<file path="src/rtl/branch_resolve.sv">
// Branch resolution unit with a one-deep registered result stage.
//
// It decodes the RISC-V conditional branch opcode and compares rs1 and rs2.
// From that it produces taken, illegal and mispredict, plus the branch target
// pc + B-immediate. It also counts accepted branches and mispredicts in
// saturating counters.
//
// Ports:
//   clk, rst_n                 clock, asynchronous active-low reset
//   in_valid_i / in_ready_o    input handshake (in_ready_o is combinational)
//   inst_i                     instruction word
//   rs1_data_i, rs2_data_i     compare operands
//   pc_i                       address of inst_i
//   pred_taken_i               front-end prediction for inst_i
//   flush_i                    kills the held result and blocks capture
//   clr_cnt_i                  clears both statistics counters
//   out_valid_o / out_ready_i  output handshake
//   br_un_o .. illegal_o       registered compare/resolve flags
//   target_o                   registered branch target
//   br_cnt_o, mispred_cnt_o    saturating statistics counters
module branch_resolve #(
  parameter int unsigned XLEN  = 32,
  parameter int unsigned CNT_W = 16
) (
  input  logic             clk,
  input  logic             rst_n,
  input  logic             in_valid_i,
  output logic             in_ready_o,
  input  logic [31:0]      inst_i,
  input  logic [XLEN-1:0]  rs1_data_i,
  input  logic [XLEN-1:0]  rs2_data_i,
  input  logic [XLEN-1:0]  pc_i,
  input  logic             pred_taken_i,
  input  logic             flush_i,
  input  logic             clr_cnt_i,
  output logic             out_valid_o,
  input  logic             out_ready_i,
  output logic             br_un_o,
  output logic             br_eq_o,
  output logic             br_lt_o,
  output logic             taken_o,
  output logic             mispredict_o,
  output logic             illegal_o,
  output logic [XLEN-1:0]  target_o,
  output logic [CNT_W-1:0] br_cnt_o,
  output logic [CNT_W-1:0] mispred_cnt_o
);

  localparam logic [6:0] OpBranch = 7'b1100011;
  localparam logic [CNT_W-1:0] CntMax = {CNT_W{1'b1}};
  localparam logic [CNT_W-1:0] CntOne = {{(CNT_W-1){1'b0}}, 1'b1};

  logic [6:0]      opcode;
  logic [2:0]      funct3;
  logic            is_branch;
  logic            accept;
  logic [XLEN-1:0] imm_b;

  logic            br_un_d, br_eq_d, br_lt_d, taken_d, illegal_d, mispredict_d;
  logic [XLEN-1:0] target_d;
  logic            br_un_q, br_eq_q, br_lt_q, taken_q, illegal_q, mispredict_q;
  logic [XLEN-1:0] target_q;
  logic            out_valid_d, out_valid_q;
  logic [CNT_W-1:0] br_cnt_d, br_cnt_q, mispred_cnt_d, mispred_cnt_q;

  // Register-select fields are not needed here.
  logic unused_inst;
  assign unused_inst = ^inst_i[24:15];

  assign opcode    = inst_i[6:0];
  assign funct3    = inst_i[14:12];
  assign is_branch = (opcode == OpBranch);

  assign in_ready_o = !out_valid_q || out_ready_i;
  assign accept     = in_valid_i && in_ready_o && !flush_i;

  assign imm_b = {{(XLEN-13){inst_i[31]}}, inst_i[31], inst_i[7], inst_i[30:25],
                  inst_i[11:8], 1'b0};

  // Decode and compare.
  always_comb begin
    br_un_d   = is_branch && (funct3[2:1] == 2'b11);
    br_eq_d   = (rs1_data_i == rs2_data_i);
    br_lt_d   = br_un_d ? (rs1_data_i < rs2_data_i)
                        : ($signed(rs1_data_i) < $signed(rs2_data_i));
    taken_d   = 1'b0;
    illegal_d = 1'b0;
    if (is_branch) begin
      unique case (funct3)
        3'b000:         taken_d = br_eq_d;
        3'b001:         taken_d = !br_eq_d;
        3'b100, 3'b110: taken_d = br_lt_d;
        3'b101, 3'b111: taken_d = !br_lt_d;
        default:        illegal_d = 1'b1;
      endcase
    end
    mispredict_d = taken_d ^ pred_taken_i;
    target_d     = pc_i + imm_b;
  end

  // Handshake and counter next state.
  always_comb begin
    if (flush_i) begin
      out_valid_d = 1'b0;
    end else if (accept) begin
      out_valid_d = 1'b1;
    end else if (out_ready_i) begin
      out_valid_d = 1'b0;
    end else begin
      out_valid_d = out_valid_q;
    end

    br_cnt_d      = br_cnt_q;
    mispred_cnt_d = mispred_cnt_q;
    if (clr_cnt_i) begin
      br_cnt_d      = '0;
      mispred_cnt_d = '0;
    end else if (accept) begin
      if (is_branch && (br_cnt_q != CntMax)) begin
        br_cnt_d = br_cnt_q + CntOne;
      end
      if (mispredict_d && (mispred_cnt_q != CntMax)) begin
        mispred_cnt_d = mispred_cnt_q + CntOne;
      end
    end
  end

  always_ff @(posedge clk or negedge rst_n) begin
    if (!rst_n) begin
      out_valid_q   <= 1'b0;
      br_un_q       <= 1'b0;
      br_eq_q       <= 1'b0;
      br_lt_q       <= 1'b0;
      taken_q       <= 1'b0;
      illegal_q     <= 1'b0;
      mispredict_q  <= 1'b0;
      target_q      <= '0;
      br_cnt_q      <= '0;
      mispred_cnt_q <= '0;
    end else begin
      out_valid_q   <= out_valid_d;
      br_cnt_q      <= br_cnt_d;
      mispred_cnt_q <= mispred_cnt_d;
      if (accept) begin
        br_un_q      <= br_un_d;
        br_eq_q      <= br_eq_d;
        br_lt_q      <= br_lt_d;
        taken_q      <= taken_d;
        illegal_q    <= illegal_d;
        mispredict_q <= mispredict_d;
        target_q     <= target_d;
      end
    end
  end

  assign out_valid_o   = out_valid_q;
  assign br_un_o       = br_un_q;
  assign br_eq_o       = br_eq_q;
  assign br_lt_o       = br_lt_q;
  assign taken_o       = taken_q;
  assign illegal_o     = illegal_q;
  assign mispredict_o  = mispredict_q;
  assign target_o      = target_q;
  assign br_cnt_o      = br_cnt_q;
  assign mispred_cnt_o = mispred_cnt_q;

endmodule

</file>
<file path="config.mk">
export PLATFORM = sky130hd
export DESIGN_NAME = branch_resolve
export DESIGN_NICKNAME = d
export VERILOG_FILES = /design/src/rtl/branch_resolve.sv
export SDC_FILE = /design/constraint.sdc
export NUM_CORES = 1
export LEC_CHECK = 0
export ABC_AREA = 1
export ABC_CLOCK_PERIOD_IN_PS = 2600
export CAP_MARGIN = 20
export CELL_PAD_IN_SITES_DETAIL_PLACEMENT = 0
export CELL_PAD_IN_SITES_GLOBAL_PLACEMENT = 1
export CORE_MARGIN = 2
export CORE_UTILIZATION = 32
export DETAILED_ROUTE_END_ITERATION = 6
export GPL_TIMING_DRIVEN = 0
export PLACE_DENSITY = 0.83
export SLEW_MARGIN = 25
export SYNTH_ARGS = -nofsm -noshare
export SYNTH_HDL_FRONTEND = slang
export SYNTH_SLANG_ARGS = --single-unit
</file>
<file path="constraint.sdc">
create_clock -name clk -period 2.6 [get_ports clk]
set_input_delay 0.52 -clock clk [delete_from_list [all_inputs] [get_ports clk]]
set_output_delay 0.52 -clock clk [all_outputs]
set_load 0.01 [all_outputs]
</file>
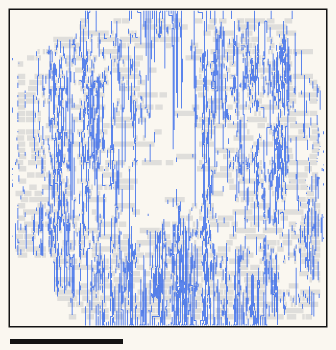
Fig. 1. M2 wires (run 1).
Scale bar: 50 um. Cells faint in the background.
longest straight run	70.4 um
main direction	vertical
wire length on this layer	9570 um
nets with wire on the layer	1054

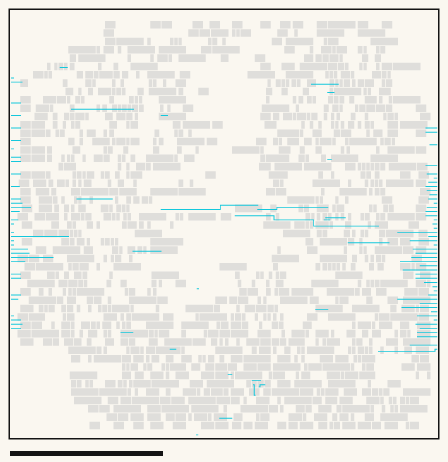
Fig. 2. Metal 3 (run 1).
Scale bar: 50 um. Cells faint in the background.
main direction	horizontal
wire length on this layer	561 um
share of all routed wire	2.9%
longest straight run	21.2 um
nets with wire on the layer	93
Routed WL: 19100 um
grt met3 use: 2.55%
Via Count: 6305

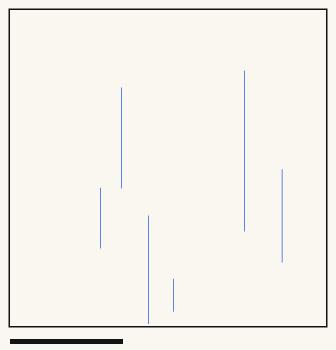
Fig. 3. The metal 4 layer (run 1).
Scale bar: 50 um.
main direction	vertical
share of all routed wire	1.3%
longest straight run	70.7 um
wire length on this layer	244 um
nets with wire on the layer	4

==> GITHUB_STEP_SUMMARY, run 1 <==
### Yosys + OpenROAD results

| Metric | Value |
|---|---|
| Total global-route track usage | 18.9% |
| Multi-input gates | 615 |
| Fmax | 404 MHz |
| Top Usage Layer GRT | met2 |
| Finish-stage setup viols | 0 |
| Worst Setup SP | rs2_data_i[14] |
| P_sw | 1.28 mW |
| Crit path largest cell delay | approximately 0.22 ns |
| Max cap viols | 0 |
| Final std cells w/o fill | roughly 1300 |
| Tapcells | 229 |
| Gate power share | 36.6% |
| Setup crit end kind | flop |
| Ys async rst share | 100% |
| Yosys stat area | roughly 5900 um2 |
| Crit-path max FO | 4 |
| Sink Count | 71 |
| Int Pwr | about 2.7 mW |
| PD cells | around 420 nW/um2 |
| Cell family with most CP delay | simple AND/OR/NAND/NOR gates |
| Fin Clk Skew | 0.00550 ns |
| Cycle use final | between 90% and 100% |
| CTS tree | built |
| Setup crit end | mispred_cnt_o[3] |
| Post-CTS setup buffers | 15 |
| Pwr top | combinational cells |
| Ys flops | 71 |
| Non-clk invs | between 100 and 150 |
| XOR/XNOR Area Share | 4.48% |
| Average wire per standard cell | between 10 and 15 um |
| Sw frac | about a third |
| Number of enable flip-flop cells | 0 |
| Cells after Synth | 824 |
| DR top layer | met4 |
| And+or+nand+nor area frac | around 28% |
| Syn Area/Cell | 7.12 um2 |
| Worst hold path type | in -> async |
| Top logic family | simple AND/OR/NAND/NOR gates |
| Post-DP HPWL | 14200 um |
| Flop pwr share | 32.4% |
| Horiz. Die Dim | around 140 um |
| Filler cells | 1739 |
| Final Max Slew Viols | 0 |
| Main synth FF type | dfrtp_1 |
| CP Cell Sequence | dlygate4sd2_1 -> inv_1 -> ha_4 -> nand2_2 -> nor2_4 -> buf_4 -> a21oi_2 -> nand2_2 -> nand2_2 -> nand3_2 -> nand2_1 -> nand2_1 -> nand2_1 -> nand2_2 -> nand3_4 -> nand2_4 -> nor2_4 -> buf_4 -> nand4_1 -> nand2_1 |
| Most frequent logic cell in the layout | nand2_1 |
| Mapped Area | 5870 um2 |
| Top-area cell share | a little under a third |
| Buffers, non-clock | 234 |
| GRT overflow | 0 |
| Post_cts resized | 96 |
| Placed Instances | 1250 |
| Yosys warning count | 0 |
| Overall power | 3.99 mW |
| Synth cell types | 40 |
| Fin area | roughly 9500 um2 |
| Antenna Cells | 0 |
| CTS buffer count | 9 |
| Mux frac, synth | 0% |
| Slack of the worst reg-to-reg path | 0.32 ns |
| Share of layout cells above drive strength 1 | roughly a fifth |
| Die area | 19400 um2 |
| First-pass GRT wire length | 29800 um |
| WL met3 | 560 um |
| Setup TNS | 0 ns |
| Routed length on met1 | 8750 um |
| Final Core Density | 53.0% |
| CTS root buffer | clkbuf_16 |
| Seq cells | 71 |
| Max IR drop VDD | 257 uV |
| Final Hold Vio Count | 0 |
| Initial Util | ~33% |
| DR vias/cell | just under 5 |
| Adder share | 14.0% |
| Final clock-cell share | 3.06% |
| FF-to-FF path depth | 8 |
| RR Endpoint | mispred_cnt_o[5] |
| Complex Gates by Area | 14.7% |
| Outcome | finished, final reports clean |
| Synth area leader | dfrtp_1 |
| Cell Rows | 49 |
| Clock slew at reported path FFs | 0.06 ns |
| I/O pin total | 207 |
| Core area | 18000 um2 |
| Number of cells in Yosys stat | 824 |
| Stages on the worst setup path | 20 |
| Hold_ws | roughly 0.17 ns |
| Combinational Area | 4350 um2 |
| Setup slack after layout | 0.127 ns |
| Largest net degree at the start of global routing | 39 |
| Final non-clock buffer share | 24.7% |
| Final ANT Viol Nets | 0 |
| Antenna violations before repair | 0 |
| Syn-to-layout area delta | 62.2% |
| Vias in the first global route | 6024 |
| Leak | about 4.7 nW |
| Count leader, synth | nand2_1 |
| Synth Seq Share | 30.3% |
| DRT iter0 DRCs | 247 |
| Worst reg2reg startpoint | mispred_cnt_o[5] |
| Tool Warnings | 37 |
| Critical Path AT | 2.75 ns |
| Clock Latency Late Sink | between 0.3 and 0.4 ns |
| Biggest area cells | dfrtp_1, ha_1, nand2_1 |
| Logic share of the area | 45.7% |
| Pre-CTS setup slack | -1.12 ns |
| Synth cell count leaders | nand2_1, inv_1, dfrtp_1 |
| Hold-fix buffers, CTS | 0 |
| Dpl cell area | 8140 um2 |
| Final nets | 1255 |
| Max clock buf depth | 2 |
| Syn Nets | 1024 |
| Slew @ Worst Pin | 0.603 ns |
| CP Data Required Time | 2.88 ns |
| Clock power share | 31.1% |
| Largest cell class | multi-input combinational cells |
| Routing usage on met1 | 24.2% |
| DR WL met2 | 9570 um |
| Worst relative slew slack | 59.8% |
| Iteration tally of the first detailed-router pass | 4 |
| Met2 GRT Util | between 30 and 40% |
| Sequential logic power | roughly 1.3 mW |
| Clock group | 1.24 mW |
| Die y size | about 140 um |
| Sequential share of cell area | 18.7% |
| CP Class | in -> reg |
| H-tree depth | 3 |
| WP buf/inv | 4 |
| Tmin final | roughly 2.5 ns |
| Count of input and output buffers | 196 |
| Crit start category | input port |
| Clkbuf count | 11 |
| Residual DRC | 0 |
| Most frequent cells in the layout | nand2_1, clkdlybuf4s50_1, inv_1, dfrtp_1, nor2_1 |
| Comb group | 1.46 mW |
| Seq. cell area | around 1800 um2 |
| Routability Congestion | 0.869 |
| Max reg flops | 32 |
| CP max stage cell | dlygate4sd2_1 |
Fig. 4: run 1, the metal 1 layer
Scale bar: 50 um. Cells faint in the background.
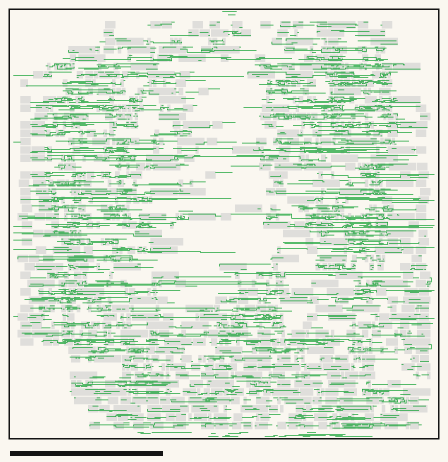

==> run 1 -> run 2 <==
MAX_ROUTING_LAYER = met4   (was default)
SLEW_MARGIN = default   (was 25)
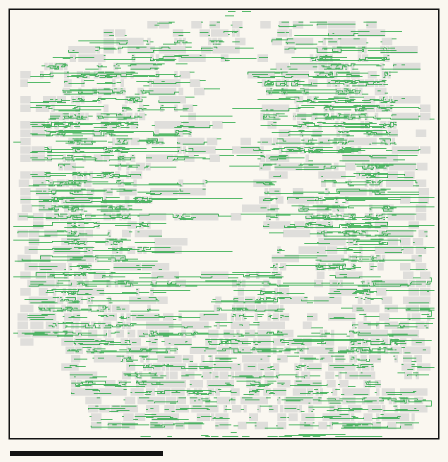
Fig. 5. The metal 1 layer (run 2).
Scale bar: 50 um. Cells faint in the background.
wire length on this layer	8520 um
share of all routed wire	45%
main direction	horizontal
longest straight run	35.9 um
nets with wire on the layer	1131
Via Count: 6333
routing usage on met1: 24.2%
Routed WL: 18800 um

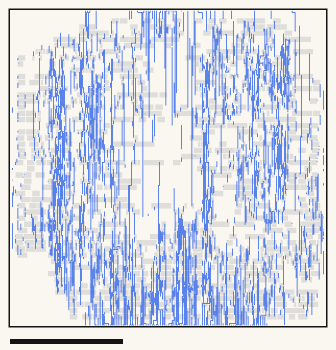
Fig. 6. M2 wires (run 2).
Scale bar: 50 um. Cells faint in the background.
wire length on this layer	9270 um
nets with wire on the layer	1041

==> run 2 against run 1 <==
Effect of this change: critical path depth decreased by 6; routed wire length decreased by 2.0%; clock skew increased by 0.0011 ns; core utilization decreased by 0.10 points; critical endpoint is now target_o[27]; largest power group unchanged.
==> GITHUB_STEP_SUMMARY, run 2 <==
### Yosys + OpenROAD results

| Metric | Value |
|---|---|
| DR vias/cell | 4.91 (was 4.89) |
| Syn-to-layout area delta | 61.9% (was 62.2%) |
| CP Data Required Time | 2.83 ns (was 2.88 ns) |
| Worst hold path type | in -> async (unchanged) |
| Final ANT Viol Nets | 0 (unchanged) |
| Most frequent logic cell in the layout | nand2_1 (unchanged) |
| Final std cells w/o fill | 1290 (was 1289) |
| GRT overflow | 0 (unchanged) |
| And+or+nand+nor area frac | 27.6% (unchanged) |
| WP buf/inv | 3 (was 4) |
| Count of input and output buffers | 196 (unchanged) |
| DR WL met2 | 9270 um (was 9570 um) |
| Crit start category | input port (unchanged) |
| Iteration tally of the first detailed-router pass | 4 (unchanged) |
| Setup crit end kind | flop (unchanged) |
| Main synth FF type | dfrtp_1 (unchanged) |
| Setup slack after layout | 0.116 ns (was 0.127 ns) |
| I/O pin total | 207 (unchanged) |
| Placed Instances | 1250 (unchanged) |
| Outcome | finished, final reports clean (unchanged) |
| Gate power share | 36.5% (was 36.6%) |
| Grt met3 use | 3.17% (was 2.55%) |
| Cycle use final | 95.6% (was 95.1%) |
| Total global-route track usage | 19.4% (was 18.9%) |
| Ys flops | 71 (unchanged) |
| Finish-stage setup viols | 0 (unchanged) |
| Post-DP HPWL | 14200 um (about the same) |
| Top logic family | simple AND/OR/NAND/NOR gates (unchanged) |
| Sink Count | 71 (unchanged) |
| Combinational Area | 4350 um2 (unchanged) |
| Sw frac | 32.1% (about the same) |
| CTS buffer count | 9 (unchanged) |
| First-pass GRT wire length | 29900 um (was 29800 um) |
| Tapcells | 229 (unchanged) |
| Antenna violations before repair | 0 (unchanged) |
| Count leader, synth | nand2_1 (unchanged) |
| Yosys stat area | 5870 um2 (unchanged) |
| Final non-clock buffer share | 24.5% (was 24.7%) |
| Share of layout cells above drive strength 1 | 18.5% (was 19.4%) |
| H-tree depth | 3 (unchanged) |
| Yosys warning count | 0 (unchanged) |
| Vias in the first global route | 6074 (was 6024) |
| Max reg flops | 32 (unchanged) |
| Worst Setup SP | pc_i[3] (was rs2_data_i[14]) |
| Biggest area cells | dfrtp_1, ha_1, nand2_1 (unchanged) |
| CP Cell Sequence | clkdlybuf4s50_1 -> ha_4 -> nand3_2 -> a21oi_4 -> nor2_4 -> inv_2 -> a21oi_2 -> inv_1 -> a21oi_2 -> o21bai_2 -> a21o_1 -> or2_0 -> nand3_1 -> nand2_1 (was dlygate4sd2_1 -> inv_1 -> ha_4 -> nand2_2 -> nor2_4 -> buf_4 -> a21oi_2 -> nand2_2 -> nand2_2 -> nand3_2 -> nand2_1 -> nand2_1 -> nand2_1 -> nand2_2 -> nand3_4 -> nand2_4 -> nor2_4 -> buf_4 -> nand4_1 -> nand2_1) |
| Crit-path max FO | 4 (unchanged) |
| XOR/XNOR Area Share | 4.48% (unchanged) |
| Synth Seq Share | 30.3% (unchanged) |
| Worst relative slew slack | 61.9% (was 59.8%) |
| Clkbuf count | 11 (unchanged) |
| DRT iter0 DRCs | 335 (was 247) |
| WL met3 | 661 um (was 560 um) |
| Setup crit end | target_o[27] (was mispred_cnt_o[3]) |
| CTS tree | built (unchanged) |
| Horiz. Die Dim | 139 um (unchanged) |
| CP Class | in -> reg (unchanged) |
| Post_cts resized | 125 (was 96) |
| Antenna Cells | 0 (unchanged) |
| Flop pwr share | 32.5% (was 32.4%) |
| Ys async rst share | 100% (unchanged) |
| Final Core Density | 52.9% (was 53.0%) |
| Fin area | 9500 um2 (was 9520 um2) |
| Leak | 4.69 nW (was 4.72 nW) |
| Synth cell types | 40 (unchanged) |
| Cells after Synth | 824 (unchanged) |
| Logic share of the area | 45.8% (was 45.7%) |
| Residual DRC | 0 (unchanged) |
| Clock group | 1.23 mW (was 1.24 mW) |
| Fmax | 403 MHz (was 404 MHz) |
| PD cells | 418 nW/um2 (was 419 nW/um2) |
| Sequential share of cell area | 18.7% (about the same) |
| Cell Rows | 49 (unchanged) |
| Most frequent cells in the layout | nand2_1, clkdlybuf4s50_1, inv_1, dfrtp_1, nor2_1 (unchanged) |
| Largest net degree at the start of global routing | 57 (was 39) |
| Average wire per standard cell | 14.5 um (was 14.8 um) |
| Adder share | 14.0% (unchanged) |
| Non-clk invs | 124 (unchanged) |
| Number of enable flip-flop cells | 0 (unchanged) |
| Hold_ws | 0.0431 ns (was 0.173 ns) |
| Max clock buf depth | 2 (unchanged) |
| Setup TNS | 0 ns (unchanged) |
| Core area | 18000 um2 (unchanged) |
| Clock power share | 31.0% (was 31.1%) |
| Filler cells | 1728 (was 1739) |
| Post-CTS setup buffers | 15 (unchanged) |
| Synth cell count leaders | nand2_1, inv_1, dfrtp_1 (unchanged) |
| Slew @ Worst Pin | 0.571 ns (was 0.603 ns) |
| Fin Clk Skew | 0.00664 ns (was 0.00550 ns) |
| Number of cells in Yosys stat | 824 (unchanged) |
| Slack of the worst reg-to-reg path | 0.34 ns (was 0.32 ns) |
| FF-to-FF path depth | 8 (unchanged) |
| Worst reg2reg startpoint | mispred_cnt_o[5] (unchanged) |
| RR Endpoint | mispred_cnt_o[5] (unchanged) |
| Syn Nets | 1024 (unchanged) |
| CTS root buffer | clkbuf_16 (unchanged) |
Power and IR drop assume default switching activity.
